===== src/rtl/id_ex_stage_if.sv =====
// id_ex_stage_if: ID-side inputs and EX-side outputs of the ID/EX pipeline register.
// The master modport drives the decoded instruction; the slave modport is the stage itself.
interface id_ex_stage_if #(
    parameter int DW = 32,
    parameter int AW = 5,
    parameter int CNT_W = 16
);
    logic [13:0]    id_ctrl;
    logic           id_regdst;
    logic           id_uses_rt;
    logic [DW-1:0]  id_pc4;
    logic [DW-1:0]  id_rs_data;
    logic [DW-1:0]  id_rt_data;
    logic [DW-1:0]  id_imm;
    logic [AW-1:0]  id_rs;
    logic [AW-1:0]  id_rt;
    logic [AW-1:0]  id_rd;
    logic [4:0]     id_shamt;
    logic           hold;
    logic           flush;
    logic           stall;
    logic [13:0]    ex_ctrl;
    logic [DW-1:0]  ex_pc4;
    logic [DW-1:0]  ex_rs_data;
    logic [DW-1:0]  ex_rt_data;
    logic [DW-1:0]  ex_imm;
    logic [AW-1:0]  ex_rs;
    logic [AW-1:0]  ex_rt;
    logic [AW-1:0]  ex_wreg;
    logic [4:0]     ex_shamt;
    logic [CNT_W-1:0] bubble_cnt;
    modport master (
        output id_ctrl, id_regdst, id_uses_rt, id_pc4, id_rs_data, id_rt_data, id_imm,
               id_rs, id_rt, id_rd, id_shamt, hold, flush,
        input  stall, ex_ctrl, ex_pc4, ex_rs_data, ex_rt_data, ex_imm, ex_rs, ex_rt,
               ex_wreg, ex_shamt, bubble_cnt
    );
    modport slave (
        input  id_ctrl, id_regdst, id_uses_rt, id_pc4, id_rs_data, id_rt_data, id_imm,
               id_rs, id_rt, id_rd, id_shamt, hold, flush,
        output stall, ex_ctrl, ex_pc4, ex_rs_data, ex_rt_data, ex_imm, ex_rs, ex_rt,
               ex_wreg, ex_shamt, bubble_cnt
    );
endinterface


===== src/rtl/id_ex_stage.sv =====
// id_ex_stage: ID/EX pipeline register with flush/load-use bubble insertion and a saturating bubble counter.
// Load-use hazard detection is present only when ID_EX_LOADUSE_EN is defined.
module id_ex_stage #(
    parameter int DW = 32,
    parameter int AW = 5,
    parameter int CNT_W = 16
) (
    input  logic clk,
    input  logic rst_n,
    id_ex_stage_if.slave bus
);
    logic hz;
    logic kill;
`ifdef ID_EX_LOADUSE_EN
    // A load in EX cannot forward its result in time to the instruction now in ID
    assign hz = bus.ex_ctrl[10] && (bus.ex_rt != AW'(0)) &&
                ((bus.ex_rt == bus.id_rs) || (bus.id_uses_rt && (bus.ex_rt == bus.id_rt)));
`else
    assign hz = 1'b0;
`endif
    assign bus.stall = hz | bus.hold;
    assign kill = !rst_n || bus.flush || hz;
    always_ff @(posedge clk) begin
        if (!rst_n || !bus.hold) begin
            bus.ex_ctrl    <= kill ? 14'd0 : bus.id_ctrl;
            bus.ex_pc4     <= kill ? DW'(0) : bus.id_pc4;
            bus.ex_rs_data <= kill ? DW'(0) : bus.id_rs_data;
            bus.ex_rt_data <= kill ? DW'(0) : bus.id_rt_data;
            bus.ex_imm     <= kill ? DW'(0) : bus.id_imm;
            bus.ex_rs      <= kill ? AW'(0) : bus.id_rs;
            bus.ex_rt      <= kill ? AW'(0) : bus.id_rt;
            bus.ex_wreg    <= kill ? AW'(0) : (bus.id_regdst ? bus.id_rt : bus.id_rd);
            bus.ex_shamt   <= kill ? 5'd0 : bus.id_shamt;
        end
        if (!rst_n)
            bus.bubble_cnt <= CNT_W'(0);
        else if (!bus.hold && (bus.flush || hz) && !(&bus.bubble_cnt))
            bus.bubble_cnt <= bus.bubble_cnt + CNT_W'(1);
    end
endmodule


===== src/flat_wrapper.sv =====
// flat-port wrapper written by rule: the top's interface ports become plain ports
module id_ex_stage_flat 
#(
    parameter int DW = 32,
    parameter int AW = 5,
    parameter int CNT_W = 16
)
  (clk, rst_n, bus_id_ctrl, bus_id_regdst, bus_id_uses_rt, bus_id_pc4, bus_id_rs_data, bus_id_rt_data, bus_id_imm, bus_id_rs, bus_id_rt, bus_id_rd, bus_id_shamt, bus_hold, bus_flush, bus_stall, bus_ex_ctrl, bus_ex_pc4, bus_ex_rs_data, bus_ex_rt_data, bus_ex_imm, bus_ex_rs, bus_ex_rt, bus_ex_wreg, bus_ex_shamt, bus_bubble_cnt);
  id_ex_stage_if #(.DW(DW), .AW(AW), .CNT_W(CNT_W)) bus_i ();
  input  logic clk;
  input  logic rst_n;
  input wire logic [$bits(bus_i.id_ctrl)-1:0] bus_id_ctrl;
  input wire logic [$bits(bus_i.id_regdst)-1:0] bus_id_regdst;
  input wire logic [$bits(bus_i.id_uses_rt)-1:0] bus_id_uses_rt;
  input wire logic [$bits(bus_i.id_pc4)-1:0] bus_id_pc4;
  input wire logic [$bits(bus_i.id_rs_data)-1:0] bus_id_rs_data;
  input wire logic [$bits(bus_i.id_rt_data)-1:0] bus_id_rt_data;
  input wire logic [$bits(bus_i.id_imm)-1:0] bus_id_imm;
  input wire logic [$bits(bus_i.id_rs)-1:0] bus_id_rs;
  input wire logic [$bits(bus_i.id_rt)-1:0] bus_id_rt;
  input wire logic [$bits(bus_i.id_rd)-1:0] bus_id_rd;
  input wire logic [$bits(bus_i.id_shamt)-1:0] bus_id_shamt;
  input wire logic [$bits(bus_i.hold)-1:0] bus_hold;
  input wire logic [$bits(bus_i.flush)-1:0] bus_flush;
  output wire logic [$bits(bus_i.stall)-1:0] bus_stall;
  output wire logic [$bits(bus_i.ex_ctrl)-1:0] bus_ex_ctrl;
  output wire logic [$bits(bus_i.ex_pc4)-1:0] bus_ex_pc4;
  output wire logic [$bits(bus_i.ex_rs_data)-1:0] bus_ex_rs_data;
  output wire logic [$bits(bus_i.ex_rt_data)-1:0] bus_ex_rt_data;
  output wire logic [$bits(bus_i.ex_imm)-1:0] bus_ex_imm;
  output wire logic [$bits(bus_i.ex_rs)-1:0] bus_ex_rs;
  output wire logic [$bits(bus_i.ex_rt)-1:0] bus_ex_rt;
  output wire logic [$bits(bus_i.ex_wreg)-1:0] bus_ex_wreg;
  output wire logic [$bits(bus_i.ex_shamt)-1:0] bus_ex_shamt;
  output wire logic [$bits(bus_i.bubble_cnt)-1:0] bus_bubble_cnt;
  assign bus_i.id_ctrl = bus_id_ctrl;
  assign bus_i.id_regdst = bus_id_regdst;
  assign bus_i.id_uses_rt = bus_id_uses_rt;
  assign bus_i.id_pc4 = bus_id_pc4;
  assign bus_i.id_rs_data = bus_id_rs_data;
  assign bus_i.id_rt_data = bus_id_rt_data;
  assign bus_i.id_imm = bus_id_imm;
  assign bus_i.id_rs = bus_id_rs;
  assign bus_i.id_rt = bus_id_rt;
  assign bus_i.id_rd = bus_id_rd;
  assign bus_i.id_shamt = bus_id_shamt;
  assign bus_i.hold = bus_hold;
  assign bus_i.flush = bus_flush;
  assign bus_stall = bus_i.stall;
  assign bus_ex_ctrl = bus_i.ex_ctrl;
  assign bus_ex_pc4 = bus_i.ex_pc4;
  assign bus_ex_rs_data = bus_i.ex_rs_data;
  assign bus_ex_rt_data = bus_i.ex_rt_data;
  assign bus_ex_imm = bus_i.ex_imm;
  assign bus_ex_rs = bus_i.ex_rs;
  assign bus_ex_rt = bus_i.ex_rt;
  assign bus_ex_wreg = bus_i.ex_wreg;
  assign bus_ex_shamt = bus_i.ex_shamt;
  assign bus_bubble_cnt = bus_i.bubble_cnt;
  id_ex_stage #(.DW(DW), .AW(AW), .CNT_W(CNT_W)) u_core (.clk(clk), .rst_n(rst_n), .bus(bus_i));
endmodule

===== config.mk =====
export PLATFORM = sky130hd
export DESIGN_NAME = id_ex_stage_flat
export DESIGN_NICKNAME = d
export VERILOG_FILES = /design/src/rtl/id_ex_stage_if.sv /design/src/rtl/id_ex_stage.sv /design/src/flat_wrapper.sv
export SDC_FILE = /design/constraint.sdc
export NUM_CORES = 1
export LEC_CHECK = 0
export CORE_AREA = 4 4 171 173
export CTS_BUF_LIST = sky130_fd_sc_hd__clkbuf_8
export CTS_CLUSTER_SIZE = 14
export DETAILED_ROUTE_END_ITERATION = 8
export DIE_AREA = 0 0 175 177
export SLEW_MARGIN = 0
export SYNTH_ARGS = -nofsm -noshare
export SYNTH_HDL_FRONTEND = slang
export SYNTH_SLANG_ARGS = --single-unit
export TNS_END_PERCENT = 5

===== constraint.sdc =====
create_clock -name clk -period 6.92 [get_ports clk]
set_clock_uncertainty 0.2 [all_clocks]
set_input_delay 1.73 -clock clk [delete_from_list [all_inputs] [get_ports clk]]
set_output_delay 1.73 -clock clk [all_outputs]
set_load 0.1 [all_outputs]

**Run 1: track usage over the die**

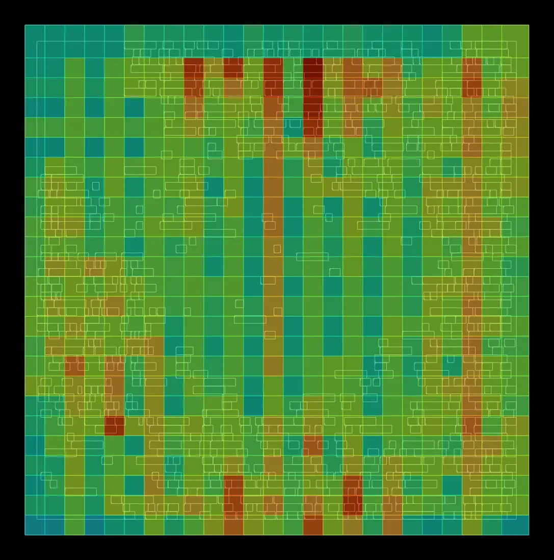
final core utilization: 40.23%
Most Used Layer, Global Route: met2
met3 global-route usage: 4.657%
met1 Resource Use GR: 14.73%
met2 layer usage reported by global route: 20.69%

**Run 1: zoomed window**

Window x 72 to 102, y 38 to 68 um. Cells in gray, sequential cells in the stronger gray; small squares are vias.
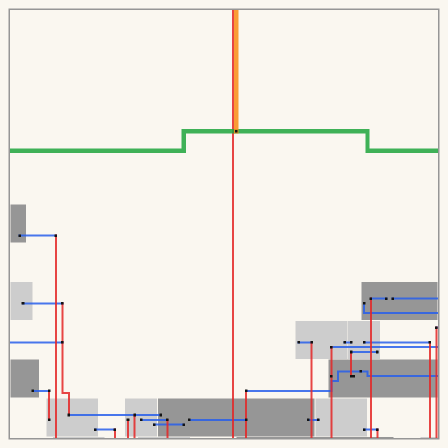
color	layer
red	met2
green	met3
blue	met1
orange	met4
netlist names of flops here include	`u_core.bus.ex_imm` (1), `u_core.bus.ex_rs` (1)
sequential cells in the window	2
most frequent	clkdlybuf4s50_1 (3), and2_1 (2), edfxtp_1 (2)
cells with their middle in the window	7

**Run 1: selected gate families**

Scale: 3 px per um.
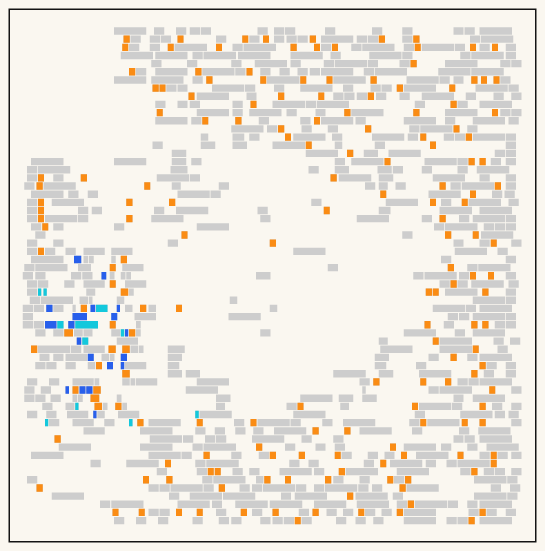
color	family	cells	where
blue	NAND gates	19	west
cyan	NOR gates	11	west
orange	AND and OR gates	174	widely spread
filler-free cell count of the finished design: 1,183
Comb area share: 13.94%
most frequent logic cell in the layout: sky130_fd_sc_hd__clkdlybuf4s50_1

**Run 1: signal wires on met4**

Scale: 3 px per um. Supply wires on this layer in gray.
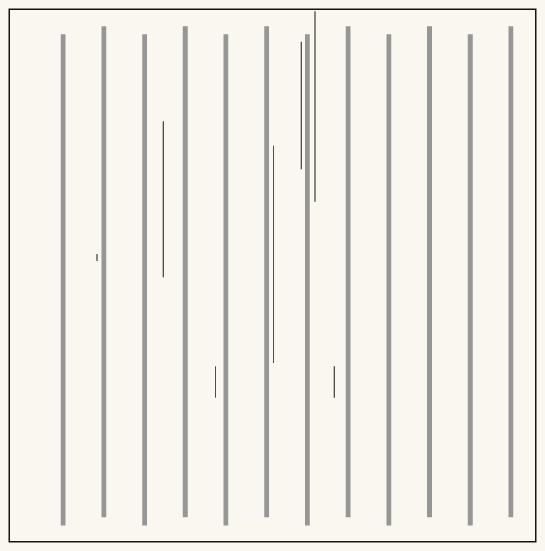
main direction	vertical
nets with wire on the layer	5
share of all routed wire	1.3%
via count: 4,777
drt total wl: 19,850 um

==> results.txt, run 1 <==
Figures from the implementation reports.

- The flow ran to the end, and the final reports show no timing, DRC or antenna violations.
- The most used flip-flop cell reads sky130_fd_sc_hd__edfxtp_1.
- The power density over cell area is 262.7 nW/um^2.
- The cell count after synthesis reads 443.
- The root buffer cell reads sky130_fd_sc_hd__clkbuf_8.
- The number of enable-type register cells in the synthesized netlist is around 160.
- The synthesized netlist was found by Yosys to have around 440 cells.
- Setup repair after global routing left no endpoint under its margin.
- The core utilization at floorplan reads 24.67%.
- The number of warning messages in the logs is 27.
- In the synthesis report, Yosys lists the chip area as between 6000 and 7000 um^2.
- By area the synthesized netlist is led by sky130_fd_sc_hd__edfxtp_1, sky130_fd_sc_hd__and2_1, sky130_fd_sc_hd__dfxtp_1.
- The cell accounting for the most synthesized area is sky130_fd_sc_hd__edfxtp_1.
- In the final layout, the fill cell count is ~2,600.
- The total of warnings raised by yosys reads 0.
- Per STA, the worst path is made up of clkdlybuf4s50_1, clkdlybuf4s50_1.
- The initial antenna violation count reads 3.
- The antenna violation net count after detailed routing is 0.
- From bottom edge to top edge, the die measures between 150 and 200 um.
- Yosys reported that registers with async set or reset make up 0%.
- The clock group share of total power is approximately a quarter.
- The mean cell area of the mapped netlist is approximately 15 um^2.
- The number of port buffers reads approximately 350.
- For this block, the initial DRC count from the detailed router was ~260.
- The number of buffers and inverters on the critical path is 2.
- The maximum vdd drop reads between 0.0001 and 0.00015 V.
- The post-CTS setup-driven buffer insertion count is 0.
- Counting stages on the worst path, the most repeated cell is sky130_fd_sc_hd__clkdlybuf4s50_1.
- In the Yosys stats the netlist draws on 33 distinct library cells.
- The worst stage delay on the critical path reads roughly 1200 ps.
- The die extent in x is 175 um.
- The clock input transition at the sequential cells of the worst setup and hold paths is between 100 and 150 ps.
- The final critical path time including I/O delays and setup is roughly 5400 ps.
- Post-CTS repair changed the size of 0 cells.
- The first global-routing pass estimated slightly below 30,000 um of wire.
- The global-route total usage across every layer reads between 10 and 15%.
- The clock network latency to the later pin of the worst-skew pair reads 440 ps.
- For reference, the final report shows the max-slew violation count at 0.
- Per Yosys stat, the portion of area used by sequential elements is around three quarters.
- Wire segments on met3 add up to roughly 1800 um in the final route.
- The aggregate global routing overflow reads 0.
- The largest net degree at the start of global routing is ~90.
- The reported max-cap violation count reads 0.
- For reference, the most critical setup path is categorized as in -> out.
- The met1 wire length reads approximately 8000 um.
- The detail-routed via count per cell is ~4.0.
- The nature of the critical path endpoint reads an output pin.
- The slowest stage of the critical path is the sky130_fd_sc_hd__clkdlybuf4s50_1 cell.
- The sequential fraction of design power is 43.7%.
- The wire length per cell after detailed routing reads 16.78 um.
[run 1: synthesized netlist by cell type (2+ instances only)]
cell type,count
sky130_fd_sc_hd__mux2i_1,5
sky130_fd_sc_hd__and2_1,158
sky130_fd_sc_hd__inv_1,2
sky130_fd_sc_hd__xor2_1,2
sky130_fd_sc_hd__clkbuf_1,19
sky130_fd_sc_hd__nor2_1,8
sky130_fd_sc_hd__buf_2,2
sky130_fd_sc_hd__or4_1,6
sky130_fd_sc_hd__o21ai_0,6
sky130_fd_sc_hd__nand2_1,6
sky130_fd_sc_hd__or3_1,6
sky130_fd_sc_hd__o31ai_1,6
sky130_fd_sc_hd__dfxtp_1,16
sky130_fd_sc_hd__a21oi_1,12
sky130_fd_sc_hd__and4_1,2
sky130_fd_sc_hd__nand4_1,7
sky130_fd_sc_hd__edfxtp_1,162
sky130_fd_sc_hd__nand3_1,3
[run 1: worst max-delay path by stage]
stage	startpoint	end	slack, ps	depth (start not counted)
global placement	bus_hold	bus_stall	1520	2
global route	bus_hold	bus_stall	1450	2
detailed placement	bus_hold	bus_stall	1510	2
finish	bus_hold	bus_stall	1510	2
CTS	bus_hold	bus_stall	1500	2
floorplan	rst_n	u_core.bus.ex_ctrl[0]	1010	1
[run 1: per-layer routing]
metal  GRT usage (%)  up-vias
met5               0        -
met4           3.241        2
met3           4.657       16
met2           20.69      218
met1           14.73     2264
li1                -     2277
[run 1: layout make-up]
class | count | area, um^2 | area share, %
clock inverters | 15 | 170.2 | 1.531
multi-input cells | 241 | 1549 | 13.94
repair buffers | 350 | 3491 | 31.41
inverters | 2 | 7.507 | 0.06754
well taps | 378 | 473.0 | 4.255
flip-flops and latches | 178 | 5185 | 46.65
diodes | 2 | 5.005 | 0.04503
clock buffers | 17 | 234.0 | 2.105
[run 1: stage by stage]
step           hold slack [ps]  instances  instance area [um^2]  setup WS, ps  total power [uW]
3_5_place_dp             302.2       1149                 10710          1512              2213
5_1_grt                  365.5       1183                 11110          1454              3026
6_report                 332.2       1183                 11110          1509              2919
4_1_cts                  325.7       1181                 11110          1504              2961
2_1_floorplan            745.2        443                  6815          1010              1948
3_3_place_gp             299.7       1149                 10710          1520              2208
[run 1: registers in the layout, indices dropped and copies added (netlist names)]
name,count
u_core.bus.ex_pc4,32
u_core.bus.ex_wreg,5
u_core.bus.ex_rs,5
u_core.bus.ex_rs_data,32
u_core.bus.ex_rt,5
u_core.bus.bubble_cnt,16
u_core.bus.ex_shamt,5
u_core.bus.ex_imm,32
u_core.bus.ex_ctrl,14
u_core.bus.ex_rt_data,32
[run 1: power groups by stage]
stage / registers, uW / logic, uW / clock network, uW
global placement: 1300 / 908 / 0
detailed placement: 1300 / 910 / 0
floorplan: 1890 / 53.6 / 0
CTS: 1280 / 912 / 770
finish: 1280 / 903 / 739
global route: 1290 / 926 / 814
[run 1: kinds of logic after synthesis]
family / synth area share (%)
xor gates and xnor gates: 0.2571
AOI/OAI and AO/OA: 2.644
adders and majority gates: 0.1836
buffers and inverters: 1.414
and+or+nand+nor: 18.69
muxes: 0.7344
DFF: 76.08
==> run 2, diff against run 1 <==
Clock period 6.92 ns to 5.6 ns, I/O delays scaled along.
**Run 2: selected gate families**

Scale: 3 px per um.
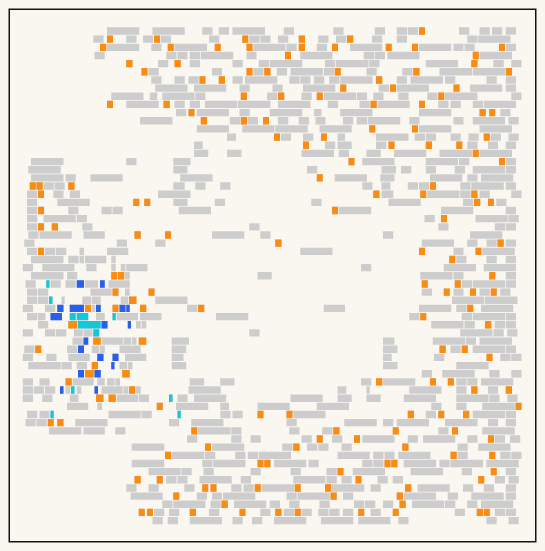
color	family	cells	where
blue	NAND gates	19	west
orange	AND and OR gates	174	widely spread
cyan	NOR gates	11	west
Comb area share: 13.92%
filler-free cell count of the finished design: 1,181

**Run 2: zoomed window**

Window x 72 to 102, y 38 to 68 um. Cells in gray, sequential cells in the stronger gray; small squares are vias.
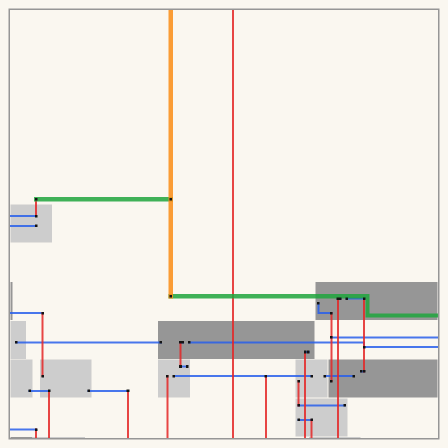
color	layer
green	met3
blue	met1
red	met2
orange	met4
most frequent	edfxtp_1 (3), and2_1 (2), clkdlybuf4s50_1 (2)
cells with their middle in the window	8
sequential cells in the window	3
netlist names of flops here include	`u_core.bus.ex_imm` (2), `u_core.bus.ex_rs` (1)

==> results.txt, run 2 <==
Figures from the implementation reports.

- STA classifies the critical path startpoint as an input port.
- The cell internal power dissipation reads 2211 uW.
- The highest metal layer with signal wires reads met5.
- The run finished with clean final reports.
- The total routed wirelength is approximately 20,000 um.
- The critical path goes through clkdlybuf4s50_1, buf_4.
- The number of buffers on the longest clock path is 2.
- The via count of the first global-routing pass is just under 5,000.
- The die extent in x is roughly 180 um.
- The cell with the most instances after synthesis reads sky130_fd_sc_hd__edfxtp_1.
- After clock tree synthesis, the flow added hold-fix buffers numbering 0.
- The wire length per cell after detailed routing reads approximately 17 um.
- The aggregate global routing overflow reads 0.
- The global-route wire length before repair is 29,180 um.
- The post-route report lists met1 wire length as a little over 8000 um.
- For reference, the final report shows the max-slew violation count at 0.
- The length of routed met3 wiring reads around 1800 um.
- The core utilization at floorplan is 24.67%.
- In this run, the clock network consumes between 20% and 30% of the power.
- The vertical die dimension is between 150 and 200 um.
- After layout, the design draws a total of 3624 uW.
- By count the netlist is led by sky130_fd_sc_hd__edfxtp_1, sky130_fd_sc_hd__and2_1, sky130_fd_sc_hd__clkbuf_1, sky130_fd_sc_hd__dfxtp_1, sky130_fd_sc_hd__a21oi_1.
- The worst stage delay on the critical path reads 570 ps.
- The main area contributors are sky130_fd_sc_hd__edfxtp_1, sky130_fd_sc_hd__and2_1, sky130_fd_sc_hd__dfxtp_1.
- The number of buffers and inverters on the critical path reads 2.
- The number of placed instances with taps included is 1,148.
- The pre-CTS setup check shows a worst slack of between 1500 and 2000 ps.
- The number of enable-type register cells in the synthesized netlist reads 162.
- After floorplanning, the core was divided into just over 60 placement rows.
- The mean cell area of the mapped netlist reads ~15 um^2.
- The clock input transition at the sequential cells of the worst setup and hold paths is around 110 ps.
- The number of distinct library cell variants in the gate-level netlist after synthesis reads 33.
- The CTS tree is done.
- Entering global routing, the biggest net connects 147 pins.
- Setup repair after global routing left no endpoint under its margin.
- Per the placement log, port buffering inserted about 350 buffers.
- Per report_power, the combinational group accounts for a little under a third of the total.
- The most used flip-flop cell is sky130_fd_sc_hd__edfxtp_1.
- The logic depth of the worst path, buffers included reads 2.
- The placeable core region reads about 28,000 um^2.
- The worst setup slack after layout reads between 1500 and 2000 ps.
- Gates resized during post-CTS repair numbered 0.
- The area reported by Yosys stat is around 6800 um^2.
- The detailed-placement wirelength estimate is around 14,000 um.
- The sequential-to-total area share from yosys stat reads between 70% and 80%.
- The tree is rooted in a sky130_fd_sc_hd__clkbuf_8.
- The min-delay analysis places its worst path in the category reg -> reg.
- The number of cells in the yosys synthesis report is ~440.
- Across all layers, the routed design uses 4,756 vias.
- Before any placement, the netlist area is recorded as ~6800 um^2.
- The post-CTS setup-driven buffer insertion count is 0.
- For reference, the final report shows the hold violation count at 0.
- In the hold report, the worst path ends at u_core.bus.bubble_cnt[15].
- The nature of the critical path endpoint is an output pin.
- The cell with the biggest individual delay on the critical path reads sky130_fd_sc_hd__clkdlybuf4s50_1.
- The dominant logic cell type in the layout is sky130_fd_sc_hd__clkdlybuf4s50_1.
- Clock latency on the worst-skew pair, taken at its later pin, is between 400 and 500 ps.
- The initial antenna violation count is 2.
- The number of warning messages in the logs reads 31.
- The number of design rule violations left after detail routing is 0.
- The CTS H-tree depth reads 4.
- The sequential fraction of design power is between 40% and 50%.
- For reference, the most critical setup path is categorized as in -> out.
- The cell accounting for the most synthesized area reads sky130_fd_sc_hd__edfxtp_1.
- The number of nets produced by synthesis is about 610.
- The chip footprint is around 31,000 um^2.
- The leakage component of the power was reported as 0.004031 uW.
- The detailed route wirelength on metal2 is between 9000 and 10,000 um.
- The antenna violation net count after detailed routing reads 0.
- The report counts max-capacitance violations totalling 0.
- The first routing iteration left about 230 violations.
- Checking max transition, the worst relative margin is a little under a third.
- In the synthesized netlist the async set-or-reset flop fraction comes to 0%.
- The maximum vdd drop reads ~0.00017 V.
- The number of inserted filler cells in the final layout is 2,618.
- The worst-path maximum fanout reads 4.
- The portion of synthesized cell area occupied by the leading cell type is between 70 and 80%.
- The total of warnings raised by yosys is 0.
- The cell count after synthesis reads between 400 and 500.
- The global-route total usage across every layer is between 10% and 20%.
- The detail-routed via count per cell is approximately 4.
- The final critical path time including I/O delays and setup is around 4000 ps.
- The power density over cell area reads around 330 nW/um^2.
- Tracing the worst setup path back leads to its startpoint at bus_hold.
## run 2: cell counts after synthesis
No cell type changed its count.
## run 2: metal layers
metal | vias up | GRT usage [%]
met5 | - | 0
met4 | 2 | 3.568
met3 | 17 | 4.913
met2 | 221 | 20.54
met1 | 2233 | 14.76
li1 | 2283 | -
## run 2: worst max path at each step
stage / endpoint / slack (ps)
2_1_floorplan: u_core.bus.ex_ctrl[0] / 20
3_3_place_gp: bus_stall / 1700
3_5_place_dp: bus_stall / 1700
4_1_cts: bus_stall / 1700
5_1_grt: bus_stall / 1650
6_report: bus_stall / 1700
## run 2: cells by family (layout without fill, tap and decap cells)
family / Yosys count / count (layout) / share of synthesized area [%]
AOI/OAI and AO/OA: 29 / 29 / 2.644
xor gates and xnor gates: 2 / 2 / 0.2571
adders and majority gates: 1 / 1 / 0.1836
buffers and inverters: 24 / 383 / 1.414
DFF: 178 / 178 / 76.08
muxes: 5 / 5 / 0.7344
other: 0 / 1 / 0
and+or+nand+nor: 204 / 204 / 18.69
## run 2: power by group through the flow
stage,Combinational [uW],Sequential (uW),Clock [uW]
after floorplan,66.2,2340,0
after global placement,1130,1610,0
after detailed placement,1130,1610,0
after CTS,1130,1580,968
after global routing,1150,1590,1010
final,1120,1580,928
## run 2: cell type report
class / instances / area (um^2) / area share, %
Antenna cell: 1 / 2.502 / 0.02249
Clock buffer: 17 / 234.0 / 2.103
Clock inverter: 15 / 171.4 / 1.540
Inverter: 2 / 7.507 / 0.06746
Multi-Input combinational cell: 241 / 1549 / 13.92
Sequential cell: 178 / 5185 / 46.59
Tap cell: 378 / 473.0 / 4.250
Timing Repair Buffer: 349 / 3506 / 31.50
## run 2: per-stage QoR
stage | util, % | cell area [um^2] | hold WS [ps]
5_1_grt | 40.28 | 11130 | 325.7
3_5_place_dp | 38.80 | 10720 | 287.2
3_3_place_gp | 38.80 | 10720 | 299.0
4_1_cts | 40.27 | 11130 | 307.9
6_report | 40.28 | 11130 | 312.9
2_1_floorplan | - | 6815 | 745.2
Power figures rest on the tool's default switching activity, not on a simulated workload.
